**config.mk**
```make
export PLATFORM = sky130hd
export DESIGN_NAME = fp_mul_sequencer
export DESIGN_NICKNAME = d
export VERILOG_FILES = /design/src/rtl/fp_mul_sequencer.sv
export SDC_FILE = /design/constraint.sdc
export NUM_CORES = 1
export LEC_CHECK = 0
export CORE_AREA = 8 8 153 155
export CTS_CLUSTER_DIAMETER = 80
export DETAILED_ROUTE_END_ITERATION = 8
export DIE_AREA = 0 0 161 163
export HOLD_SLACK_MARGIN = 0.15
export PLACE_DENSITY = 0.82
export SYNTH_ARGS = -nofsm -noshare
export SYNTH_HDL_FRONTEND = slang
export SYNTH_SLANG_ARGS = --single-unit
```
**constraint.sdc**
```tcl
create_clock -name clock -period 17.7 [get_ports clock]
set_clock_uncertainty 0.15 [all_clocks]
set_input_delay 4.425 -clock clock [delete_from_list [all_inputs] [get_ports clock]]
set_output_delay 4.425 -clock clock [all_outputs]
set_load 0.01 [all_outputs]
```
**src/rtl/fp_mul_sequencer.sv**
```systemverilog
// Multi-cycle IEEE-754 multiply sequencer: classify, shift-add multiply,
// normalise and round-to-nearest-even, with denormals flushed to zero.
module fp_mul_sequencer #(
    parameter int EXPONENT_BITS  = 8,
    parameter int FRACTION_BITS  = 23,
    parameter int BITS_PER_CYCLE = 1
) (
    input  logic                                   clock,
    input  logic                                   reset,
    input  logic                                   in_valid,
    output logic                                   in_ready,
    input  logic [EXPONENT_BITS+FRACTION_BITS:0]   a,
    input  logic [EXPONENT_BITS+FRACTION_BITS:0]   b,
    output logic                                   out_valid,
    input  logic                                   out_ready,
    output logic [EXPONENT_BITS+FRACTION_BITS:0]   result,
    output logic                                   flag_invalid,
    output logic                                   flag_overflow,
    output logic                                   flag_underflow,
    output logic                                   flag_inexact,
    output logic                                   busy
);
    localparam int E    = EXPONENT_BITS;
    localparam int F    = FRACTION_BITS;
    localparam int W    = 1 + E + F;
    localparam int M    = F + 1;
    localparam int K    = BITS_PER_CYCLE;
    localparam int N    = M / K;
    localparam int CW   = $clog2(N + 1);
    localparam int XW   = E + 2;
    localparam int BIAS = 2 ** (E - 1) - 1;

    localparam logic [W-1:0] QNAN =
        {1'b0, {E{1'b1}}, 1'b1, {(F-1){1'b0}}};
    localparam logic signed [XW-1:0] EXP_MAX = XW'(2 ** E - 1);
    localparam logic signed [XW-1:0] EXP_MIN = '0;

    typedef enum logic [2:0] {IDLE, CHECK, MULT, NORM, DONE} state_t;

    state_t state, state_next;

    logic [W-1:0]           a_r, b_r;
    logic                   sign_r;
    logic [M-1:0]           mant_a;
    logic [2*M-1:0]         prod;
    logic signed [XW-1:0]   exp_sum;
    logic [CW-1:0]          count;

    // Operand classification (exponent zero covers both zero and denormal)
    logic [E-1:0] ea, eb;
    logic         a_nan, b_nan, a_inf, b_inf, a_zero, b_zero, special;

    assign ea      = a_r[W-2:F];
    assign eb      = b_r[W-2:F];
    assign a_nan   = (&ea) && (|a_r[F-1:0]);
    assign b_nan   = (&eb) && (|b_r[F-1:0]);
    assign a_inf   = (&ea) && !(|a_r[F-1:0]);
    assign b_inf   = (&eb) && !(|b_r[F-1:0]);
    assign a_zero  = (ea == '0);
    assign b_zero  = (eb == '0);
    assign special = a_nan | b_nan | a_inf | b_inf | a_zero | b_zero;

    // One shift-add step: add multiplicand times the low multiplier bits
    // into the upper half, then shift the whole product right.
    logic [M+K-1:0] upper;
    logic [2*M-1:0] prod_step;

    assign upper = {{K{1'b0}}, prod[2*M-1:M]}
                 + ({{K{1'b0}}, mant_a} * {{M{1'b0}}, prod[K-1:0]});
    assign prod_step = {upper, prod[M-1:K]};

    // Normalise to [1,2) and round to nearest even
    logic                 hi, guard, sticky, rnd, carry;
    logic [F-1:0]         frac;
    logic [F:0]           frac_r;
    logic signed [XW-1:0] exp_n;

    assign hi     = prod[2*M-1];
    assign frac   = hi ? prod[2*M-2:M] : prod[2*M-3:M-1];
    assign guard  = hi ? prod[M-1] : prod[M-2];
    assign sticky = hi ? (|prod[M-2:0]) : (|prod[M-3:0]);
    assign rnd    = guard & (sticky | frac[0]);
    assign frac_r = {1'b0, frac} + (F+1)'(rnd);
    assign carry  = frac_r[F];
    assign exp_n  = exp_sum + XW'(hi) + XW'(carry);

    // State register
    always_ff @(posedge clock or posedge reset) begin
        if (reset) state <= IDLE;
        else       state <= state_next;
    end

    // Next-state logic
    always_comb begin
        state_next = state;
        unique case (state)
            IDLE:    if (in_valid) state_next = CHECK;
            CHECK:   state_next = special ? DONE : MULT;
            MULT:    if (count == CW'(N - 1)) state_next = NORM;
            NORM:    state_next = DONE;
            DONE:    if (out_ready) state_next = IDLE;
            default: state_next = IDLE;
        endcase
    end

    // Handshake and status outputs decoded from state
    always_comb begin
        in_ready  = (state == IDLE);
        out_valid = (state == DONE);
        busy      = (state != IDLE);
    end

    // Datapath: capture, classify, multiply, normalise, hold result
    always_ff @(posedge clock or posedge reset) begin
        if (reset) begin
            a_r            <= '0;
            b_r            <= '0;
            sign_r         <= 1'b0;
            mant_a         <= '0;
            prod           <= '0;
            exp_sum        <= '0;
            count          <= '0;
            result         <= '0;
            flag_invalid   <= 1'b0;
            flag_overflow  <= 1'b0;
            flag_underflow <= 1'b0;
            flag_inexact   <= 1'b0;
        end else begin
            unique case (state)
                IDLE: if (in_valid) begin
                    a_r            <= a;
                    b_r            <= b;
                    flag_invalid   <= 1'b0;
                    flag_overflow  <= 1'b0;
                    flag_underflow <= 1'b0;
                    flag_inexact   <= 1'b0;
                end
                CHECK: begin
                    sign_r  <= a_r[W-1] ^ b_r[W-1];
                    mant_a  <= {1'b1, a_r[F-1:0]};
                    prod    <= {{M{1'b0}}, 1'b1, b_r[F-1:0]};
                    count   <= '0;
                    exp_sum <= XW'(ea) + XW'(eb) - XW'(BIAS);
                    if (a_nan || b_nan) begin
                        result       <= QNAN;
                        flag_invalid <= 1'b1;
                    end else if ((a_inf && b_zero) || (b_inf && a_zero)) begin
                        result       <= QNAN;
                        flag_invalid <= 1'b1;
                    end else if (a_inf || b_inf) begin
                        result <= {a_r[W-1] ^ b_r[W-1], {E{1'b1}}, {F{1'b0}}};
                    end else if (a_zero || b_zero) begin
                        result <= {a_r[W-1] ^ b_r[W-1], {(W-1){1'b0}}};
                    end
                end
                MULT: begin
                    prod  <= prod_step;
                    count <= count + 1'b1;
                end
                NORM: begin
                    if (exp_n >= EXP_MAX) begin
                        result        <= {sign_r, {E{1'b1}}, {F{1'b0}}};
                        flag_overflow <= 1'b1;
                        flag_inexact  <= 1'b1;
                    end else if (exp_n <= EXP_MIN) begin
                        result         <= {sign_r, {(W-1){1'b0}}};
                        flag_underflow <= 1'b1;
                        flag_inexact   <= 1'b1;
                    end else begin
                        result       <= {sign_r, exp_n[E-1:0], frac_r[F-1:0]};
                        flag_inexact <= guard | sticky;
                    end
                end
                default: ;
            endcase
        end
    end

endmodule
```
==> results_dict.tcl <==
# metrics dict for downstream scripts
set metrics [dict create \
    io_buffers 106 \
    drive_gt1_frac 0.04600 \
    syn_nets 1284 \
    met2RoutedLength_um 11580 \
    share_comb_of_total_power 0.424 \
    p_switching_uw 874.2 \
    hpwl_um 18120 \
    regMostFlops "prod" \
    preCtsSetupSlack_ns 10.47 \
    cp_slowest_cell "clkdlybuf4s50_1" \
    p_seq_frac 0.390 \
    cts_hold_buf 0 \
    ys_sh_aoi 0.1334 \
    well_tap_count 275 \
    rsz0062_at_grt "no" \
    slew_violations 0 \
    yosys_cells 1171 \
    maxSlewHeadroom 0.1847 \
    highest_layer "met4" \
    overflow 0 \
    num_vias 8565 \
    fillers 1818 \
    fp_util 0.4923 \
    comb_area_mm2 0.005177 \
    grt_pass1_wl_um 41580 \
    tightest_slew_ns 1.219 \
    final_area_mm2 0.01213 \
    synth-edff-count 0 \
    worst_setup_path_start_kind "register" \
    clkSinkCount 191 \
    ys_ff 191 \
    met1_usage 0.2630 \
    clk_pin_slew_ns 0.07 \
    clockRootBuffer "clkbuf_16" \
    total_power_mw 2.098 \
    hp-class "reg -> reg" \
    num_antenna_cells 0 \
    topCombFamilyByArea "simple AND/OR/NAND/NOR gates" \
    nNonClkInverters 25 \
    dpl.cell_count 1505 \
    busiest_layer "met2" \
    cp.arrival_ns 2.16 \
    leakagePower_nw 5.760 \
    syn_area_per_cell_um2 8.754 \
    placed_cell_area_mm2 0.01154 \
    ys_sh_mux 0.01697 \
    clk_path_buf_depth 2 \
    ant_nets 0 \
    coreArea_mm2 0.02082 \
    slowest_delay_ns 0.64 \
    status "complete, no violations" \
]
worst paths after layout:
check                      cells past startpoint                endpoint  slack (ns)                    from
hold reg to reg                                1  mant_a[23]$_DFFE_PP0P_        0.31  mant_a[23]$_DFFE_PP0P_
setup reg to reg                              17  result[23]$_DFFE_PP0P_       12.34    prod[47]$_DFFE_PP0P_
max in group asynchronous                      4   mant_a[4]$_DFFE_PP0P_       11.03                   reset
setup / recovery                               2                in_ready       10.97    state[1]$_DFFE_PP0P_
hold / removal                                 1  mant_a[23]$_DFFE_PP0P_        0.31  mant_a[23]$_DFFE_PP0P_
min in group asynchronous                      2     a_r[12]$_DFFE_PP0P_        4.21                   reset
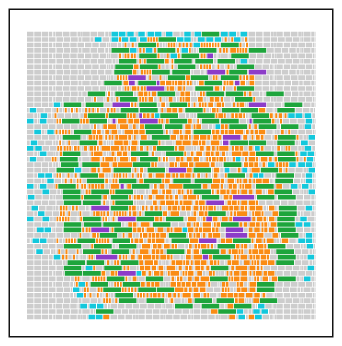
Figure 1: placement by cell class.
Scale: 2 px per um. Fill, decap, tap and diode cells in grey.
flops: drawn in green, cells 191. clock drivers and dummy loads: drawn in purple, cells 31. other buffers and delay cells: drawn in cyan, cells 116. all other logic: drawn in orange, cells 923.

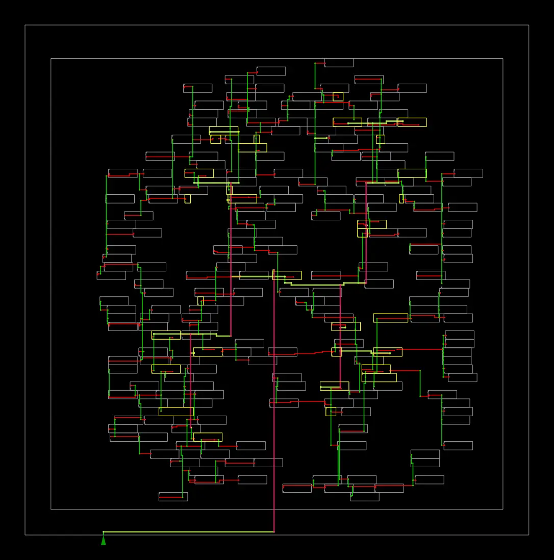
Figure 2: the clock network.
Clock group: 391 uW
seq_cells: 191

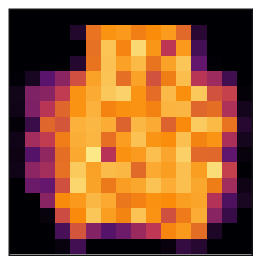
Figure 3: placement density heat map.
Scale: 1.5 px per um. The die is cut into 16 by 16 equal tiles; black is low, pale yellow is high, 0 to 100% covered.
32% of the tiles are over 75% full. The mean over all tiles is 45%. The fullest tile reaches 95%. The densest ninth of the die: centre. 26% of the tiles are nearly empty. The emptiest ninth of the die: upper left.

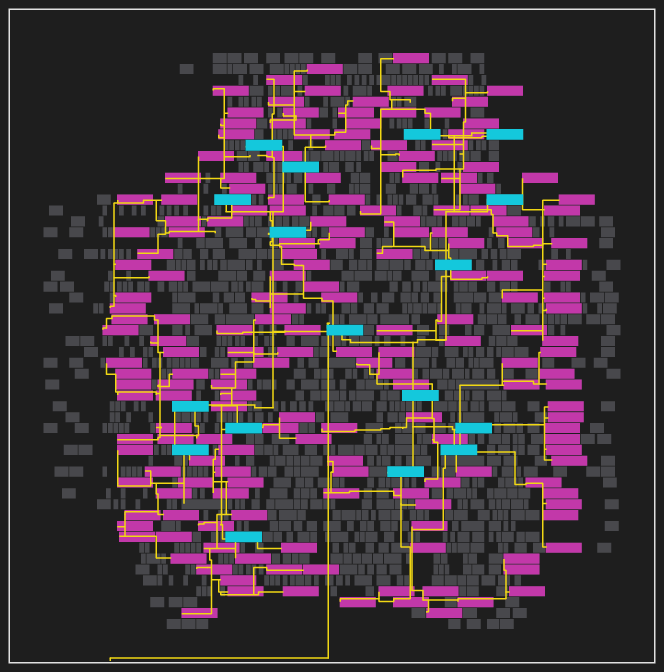
Figure 4: clock wires, drivers and flops.
Scale: 4 px per um.
cells driving clock nets: drawn in cyan, count 17. flip-flops: drawn in magenta, count 191. clock wires: drawn in yellow, length 2,190 um.
There are 18 routed clock nets. Position of the flops: widely spread.

Power is estimated from default activity; no workload was simulated.
